Fig. 1: run 1, floorplan with the power grid
Bar = 20 um. Pins as bars on the die edge. Tap cells in gray.
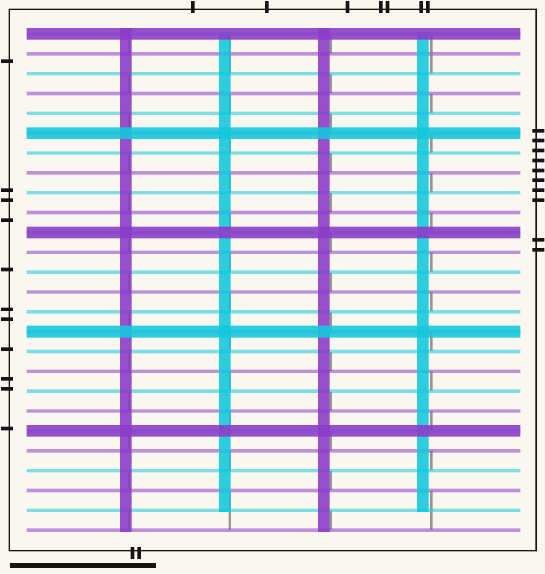
Fig. 2: run 1, cell placement
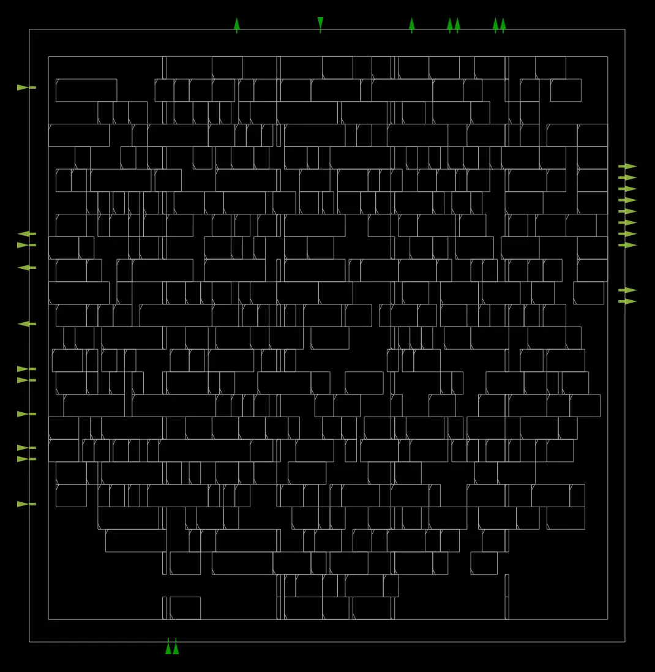
Fig. 3: run 1, sequential cells colored by netlist name
Bar = 20 um. Other sequential cells in the stronger gray, the rest of the logic in the fainter gray.
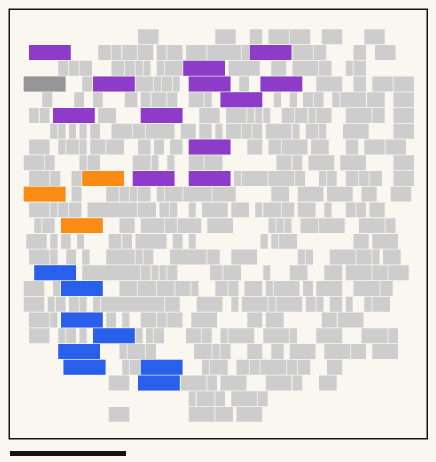
$ cat src/rtl/pe_array_sequencer.sv
// Control sequencer for an N x N output-stationary systolic array: preset, skewed operand pops, init pulses, drain, done.
// Optional build macro PE_SEQ_STALL_EN adds a 'stall' input that freezes the RUN pattern.
module pe_array_sequencer #(
  parameter int N  = 4,
  parameter int KW = 8
) (
  input  logic            clk,
  input  logic            rst,
`ifdef PE_SEQ_STALL_EN
  input  logic            stall,
`endif
  input  logic            start,
  input  logic [KW-1:0]   k_len,
  output logic            busy,
  output logic            done,
  output logic            pe_preset,
  output logic [2*N-2:0]  pe_init,
  output logic [N-1:0]    row_en,
  output logic [N-1:0]    col_en,
  output logic            result_valid
);

  localparam int TW = KW + 4;

  typedef enum logic [2:0] {
    S_IDLE  = 3'd0,
    S_CLEAR = 3'd1,
    S_RUN   = 3'd2,
    S_DRAIN = 3'd3,
    S_DONE  = 3'd4
  } state_t;

  state_t          r_state;
  state_t          w_state_next;
  logic [KW-1:0]   r_kq;
  logic [TW-1:0]   r_t;
  logic [TW-1:0]   w_t_next;
  logic            r_result_valid;
  logic            w_result_valid_next;
  logic            w_stall;
  logic [TW-1:0]   w_kq_ext;
  logic [TW-1:0]   w_t_last;
  logic            w_run_active;

`ifdef PE_SEQ_STALL_EN
  assign w_stall = stall;
`else
  assign w_stall = 1'b0;
`endif

  assign w_kq_ext     = {4'b0000, r_kq};
  assign w_t_last     = w_kq_ext + TW'(2 * N - 3);
  assign w_run_active = (r_state == S_RUN) && !w_stall;

  always_ff @(posedge clk) begin
    if (rst) begin
      r_state        <= S_IDLE;
      r_kq           <= '0;
      r_t            <= '0;
      r_result_valid <= 1'b0;
    end else begin
      r_state        <= w_state_next;
      r_t            <= w_t_next;
      r_result_valid <= w_result_valid_next;
      if (r_state == S_IDLE && start) begin
        r_kq <= k_len;
      end
    end
  end

  always_comb begin
    w_state_next        = r_state;
    w_t_next            = r_t;
    w_result_valid_next = r_result_valid;
    case (r_state)
      S_IDLE: begin
        if (start) begin
          w_state_next        = S_CLEAR;
          w_result_valid_next = 1'b0;
        end
      end
      S_CLEAR: begin
        w_t_next     = '0;
        w_state_next = (r_kq == '0) ? S_DONE : S_RUN;
      end
      S_RUN: begin
        // A stalled cycle neither advances t nor emits any strobe.
        if (!w_stall) begin
          if (r_t == w_t_last) begin
            w_state_next = S_DRAIN;
          end else begin
            w_t_next = r_t + 1'b1;
          end
        end
      end
      S_DRAIN: begin
        w_state_next        = S_DONE;
        w_result_valid_next = 1'b1;
      end
      S_DONE: begin
        w_state_next = S_IDLE;
      end
      default: begin
        w_state_next = S_IDLE;
      end
    endcase
  end

  assign busy         = (r_state != S_IDLE);
  assign done         = (r_state == S_DONE);
  assign pe_preset    = (r_state == S_CLEAR);
  assign result_valid = r_result_valid;

  // Lane gi is skewed by gi cycles and pops for kq cycles.
  generate
    for (genvar gi = 0; gi < N; gi++) begin : g_lane
      if (gi == 0) begin : g_first
        assign row_en[gi] = w_run_active && (r_t < w_kq_ext);
      end else begin : g_rest
        assign row_en[gi] = w_run_active && (r_t >= TW'(gi)) &&
                            (r_t < w_kq_ext + TW'(gi));
      end
      assign col_en[gi] = row_en[gi];
    end

    for (genvar gi = 0; gi < 2 * N - 1; gi++) begin : g_diag
      assign pe_init[gi] = w_run_active && (r_t == TW'(gi));
    end
  endgenerate

endmodule

$ cat config.mk
export PLATFORM = sky130hd
export DESIGN_NAME = pe_array_sequencer
export DESIGN_NICKNAME = d
export VERILOG_FILES = /design/src/rtl/pe_array_sequencer.sv
export SDC_FILE = /design/constraint.sdc
export NUM_CORES = 1
export LEC_CHECK = 0
export ABC_CLOCK_PERIOD_IN_PS = 5600
export CORE_AREA = 2 2 70 72
export DETAILED_ROUTE_END_ITERATION = 6
export DIE_AREA = 0 0 72 74
export PLACE_DENSITY = 0.84
export SETUP_SLACK_MARGIN = 0.1
export SYNTH_ARGS = -nofsm -noshare
export SYNTH_HDL_FRONTEND = slang
export SYNTH_SLANG_ARGS = --single-unit
export TNS_END_PERCENT = 30
$ cat constraint.sdc
create_clock -name clk -period 5.6 [get_ports clk]
set_input_delay 1.4 -clock clk [delete_from_list [all_inputs] [get_ports clk]]
set_output_delay 1.4 -clock clk [all_outputs]
set_load 0.05 [all_outputs]
==> changes_impl.md, run 1 <==
### Changed

* HPWL after detailed placement at ~5100 um
* First-pass GRT wire length at between 10000 and 15000 um
* Worst-path fanout max at 8
* Worst Setup Start Kind: register
* Initial antenna violation count at 0
* Peak supply drop at around 160 uV
* Worst Hold Slack at around 0.51 ns
* Top cells by area: ha_1 (20%), dfxtp_1 (18%), xnor2_1 (6.1%)
* Grt ovf at 0
* Status: completed
* Clk slew on worst S/H paths at about 0.090 ns
* Nets at between 400 and 500
* Dominant cell area share at 0.197
* Count of library flops with an enable pin at 0
* DRT antenna net count at 0
* Late-Pin Clk Latency at roughly 0.27 ns
* Power per cell area at 170 nW/um^2
* IO Count at 30
* Routability-driven placement congestion ratio at approximately 1
* Sw frac at 0.333
* TritonCTS clock tree: built
* Die H at 74 um
Notes on Fig. 1 above:
[cyan] VDD
[purple] VSS
tap cells: 54
met4 straps: 4
rows: 25
signal pins: 30

Notes on Fig. 2 above:
flop share of the area: 0.160
# Taps: 54

Notes on Fig. 3 above:
[orange] r_state | flops: 3
[purple] r_t | flops: 12
[blue] r_kq | flops: 8 | where: south-west
not colored: 1

-- run 1: metal layers --
layer / vias to the layer above / track usage / part of all wire
met5: - / 0 / 0
met1: 1136 / 0.354 / 0.47
met4: 0 / 0.0734 / 0.018
li1: 1236 / - / -
met3: 12 / 0.0244 / 0.038
met2: 54 / 0.445 / 0.48
-- run 1: final cells by class --
cell class              count  area [sq um]
well taps                  54          67.6
clock buffers               3          41.3
fillers                   407          1600
inverters                  20          75.1
repair buffers             32           313
multi-input cells         275          1990
flip-flops and latches     24           480
clock inverters             1          30.0
-- run 1: state kept, by name, summed over array words and instances, names as in the netlist --
name          cells
r_t              12
r_state           3
r_kq              8
result_valid      1
-- run 1: worst max-delay path: stages (launching register included) --
cell and delay (ns):
dfxtp_1 0.51, inv_1 0.15, ha_1 0.33, ha_1 0.27
nor2b_1 0.13, o21a_1 0.16, o21a_1 0.16, o211ai_1 0.16
a211oi_1 0.10, a2111oi_1 0.47, clkdlybuf4s50_1 0.89
-- run 1: worst paths after layout --
kind | startpoint | cells after the start | slack, ns | to
hold reg to reg | r_t[11]$_SDFFE_PP0P_ | 2 | 0.51 | r_t[11]$_SDFFE_PP0P_
setup reg to reg | r_kq[1]$_SDFFE_PP0P_ | 9 | 2.29 | r_t[3]$_SDFFE_PP0P_
setup / recovery | r_kq[1]$_SDFFE_PP0P_ | 10 | 0.61 | row_en[3]
hold / removal | r_t[11]$_SDFFE_PP0P_ | 2 | 0.51 | r_t[11]$_SDFFE_PP0P_
-- run 1: power by group through the flow --
stage	clock network [W]	logic, W	registers (W)
after CTS	0.000155	0.000157	0.000198
after floorplan	0	0.000135	0.000188
after global placement	0	0.000154	0.000201
after detailed placement	0	0.000156	0.000202
final	0.000153	0.000157	0.000199
after global routing	0.000161	0.000176	0.000201
-- run 1: kinds of logic (layout without fill, tap and decap cells) --
group                      count (synthesis)  in the layout  synth area share
buffers and inverters                     44             56            0.0964
and+or+nand+nor                          135            135             0.258
adders and majority gates                 43             43             0.197
xor gates and xnor gates                  25             25            0.0923
DFF                                       24             24             0.176
muxes                                      2              2           0.00914
AOI/OAI and AO/OA                         70             70             0.172
-- run 1: synth_stat cells, drive strengths merged, types with 2 or more instances --
library cell / instances
or3: 6
nor3: 16
nor2b: 4
ha: 43
a2111o: 2
dfxtp: 24
o2bb2ai: 3
nand4: 5
nand3: 11
nand3b: 3
a2111oi: 2
o211ai: 5
nand2b: 6
or2: 2
nand2: 34
xnor2: 20
nor2: 24
o21a: 5
o21ai: 10
nor3b: 2
clkbuf: 5
a211oi: 4
a21oi: 28
inv: 20
or4: 3
and3: 2
a32o: 3
and2: 9
nor4: 7
xor2: 4
buf: 19
-- run 1: through the flow --
step	worst slack, ns	cell area [sq um]	std cells	power [W]	TNS, ns
global placement	1.02	2930	405	0.000355	0
detailed placement	0.920	2930	405	0.000359	0
CTS	0.621	3000	409	0.000510	0
global route	0.372	3000	409	0.000538	0
finish	0.608	3000	409	0.000509	0
floorplan	-0.381	2740	343	0.000323	-0.381
==> run 2, diff against run 1 <==
- ABC_CLOCK_PERIOD_IN_PS: 5600 -> 6400
- CORE_AREA: 2 2 70 72 -> 2 2 88 65
- DIE_AREA: 0 0 72 74 -> 0 0 90 67
- PLACE_DENSITY: 0.84 -> 0.76
- clock period: 5.6 -> 6.4 ns (I/O delays scaled with it)
==> changes_impl.md, run 2 <==
### Changed

* Status: completed (unchanged)
* Fillers at 506 (was 407)
* Total Wirelength at 6610 um (was 6470 um)
* Die H at 67 um (was 74 um)
* TritonCTS clock tree: built (unchanged)
* HPWL after detailed placement at 5080 um (was 5060 um)
* Dominant cell area share at 0.197 (unchanged)
* Max reg flops at 12 (unchanged)
* Power per cell area at 149 nW/um^2 (was 170 nW/um^2)
* Most frequent logic cell in the layout: ha_1 (unchanged)
* Met2 Resource Use GR at 0.376 (was 0.445)
* GR Util met1 at 0.319 (was 0.354)
* Reg2Reg Depth at 9 (unchanged)
* Setup TNS at 0 ns (unchanged)
* Worst-path fanout max at 8 (unchanged)
* Clk slew on worst S/H paths at 0.09 ns (about the same)
* Core area at 5120 sq um (was 4600 sq um)
* IO Count at 30 (unchanged)
* Peak supply drop at 160 uV (was 158 uV)
* Chip area at 6030 sq um (was 5330 sq um)
* Top Layout Cells: ha_1 (43), nand2_1 (34), clkdlybuf4s50_1 (29) (unchanged)
* Late-Pin Clk Latency at 0.27 ns (about the same)
* Count leader, synth: ha_1 (unchanged)
* Critical path's slowest cell: clkdlybuf4s50_1 (unchanged)
* Count of library flops with an enable pin at 0 (unchanged)
* Grt ovf at 0 (unchanged)
* Critical-path cell list: inv_1 > ha_1 > xor2_1 > ha_1 > o21a_1 > o21a_1 > o211ai_1 > a211oi_1 > a2111oi_1 > clkdlybuf4s50_1 (was inv_1 > ha_1 > ha_1 > nor2b_1 > o21a_1 > o21a_1 > o211ai_1 > a211oi_1 > a2111oi_1 > clkdlybuf4s50_1)
* GRT Max-Usage Layer: met2 (unchanged)
* Hold depth at 2 (unchanged)
* First-pass GRT wire length at 11200 um (was 10900 um)
* Routability-driven placement congestion ratio at 0.943 (was 0.976)
* Worst Setup Start Kind: register (unchanged)
* Largest registers: r_t: 12 flops, r_kq: 8 flops, r_state: 3 flops (unchanged)
* Nets at 407 (was 410)
* Post-synth top cells: ha_1 (43), nand2_1 (34), a21oi_1 (28), dfxtp_1 (24), nor2_1 (24) (unchanged)
* Top cells by area: ha_1 (20%), dfxtp_1 (18%), xnor2_1 (6.1%) (unchanged)
==> run 2: layout make-up <==
class	instances	area, sq um	area share
multi-input cells	275	1990	0.664
clock buffers	3	41.3	0.0138
inverters	20	75.1	0.0250
clock inverters	1	30.0	0.0100
flip-flops and latches	24	480	0.160
well taps	72	90.1	0.0300
repair buffers	29	290	0.0967
==> run 2: cells by family after synthesis <==
logic type / Yosys count / synth area share
adders and majority gates: 43 / 0.197
buffers and inverters: 44 / 0.0964
muxes: 2 / 0.00914
AOI/OAI and AO/OA: 70 / 0.172
DFF: 24 / 0.176
and+or+nand+nor: 135 / 0.258
xor gates and xnor gates: 25 / 0.0923
==> run 2: worst max-delay path, delay by kind of cell (launching register included) <==
family | cells | cell delay [ns]
flip-flops | 1 | 0.52
XOR/XNOR | 1 | 0.18
buffers and inverters | 2 | 1.06
AND-OR/OR-AND | 5 | 1.01
adder cells (fa/ha/maj) | 2 | 0.61
==> run 2: path summary, 6_finish.rpt <==
| path | start | slack (ns) | to |
|---|---|---|---|
| worst max register to register | r_kq[1]$_SDFFE_PP0P_ | 3.02 | r_t[4]$_SDFFE_PP0P_ |
| worst max-delay path | r_kq[1]$_SDFFE_PP0P_ | 1.13 | col_en[3] |
| worst min register to register | r_t[11]$_SDFFE_PP0P_ | 0.49 | r_t[11]$_SDFFE_PP0P_ |
| worst min-delay path | r_t[11]$_SDFFE_PP0P_ | 0.49 | r_t[11]$_SDFFE_PP0P_ |
==> run 2: through the flow <==
stage	hold WS, ns	instances	worst slack, ns	utilization	cell area [sq um]
floorplan	0.462	343	0.219	-	2740
global placement	0.475	420	1.45	0.572	2930
detailed placement	0.485	420	1.41	0.572	2930
CTS	0.498	424	1.09	0.586	3000
global route	0.545	424	0.856	0.586	3000
finish	0.494	424	1.13	0.586	3000
==> run 2: report_power, final <==
group          switching, W  total [W]  internal, W  leakage [nW]
registers         0.0000205   0.000176     0.000156         0.195
clock network     0.0000531   0.000137    0.0000837        0.0357
logic             0.0000775   0.000133    0.0000560         0.864
==> run 2: metal layers <==
metal  up-vias  routed length [um]  part of all wire
met4         0                  63            0.0095
met5         -                   0                 0
met1      1117                3130              0.47
met2        93                2870              0.43
li1       1229                   -                 -
met3         9                 550             0.083
Fig. 4: run 2, sequential cells colored by netlist name
Bar = 20 um. Other sequential cells in the stronger gray, the rest of the logic in the fainter gray.
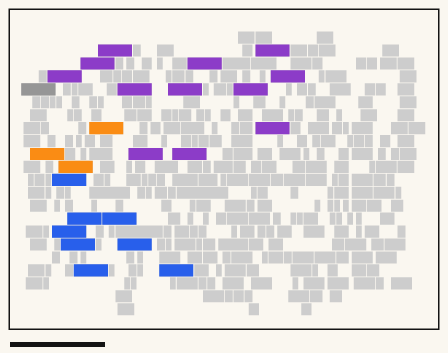
[blue] r_kq | flops: 8
[orange] r_state | flops: 3
[purple] r_t | flops: 12
not colored: 1

Fig. 5: run 2, port wiring
Bar = 20 um.
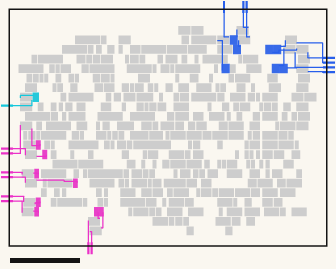
[magenta] k_len | bits: 8 | direction: input | edge: 6 west, 2 south | end cells: 8 | buffers: 8 | wire: 82.3 um
[cyan] done | bits: 1 | direction: output | edge: west | end cells: 1 | buffers: 1 | wire: 11.6 um
[blue] pe_init | bits: 7 | direction: output | edge: 4 east, 3 north | end cells: 7 | buffers: 7 | wire: 95.0 um

No activity file was given, so power comes from the tool's default toggle rates.
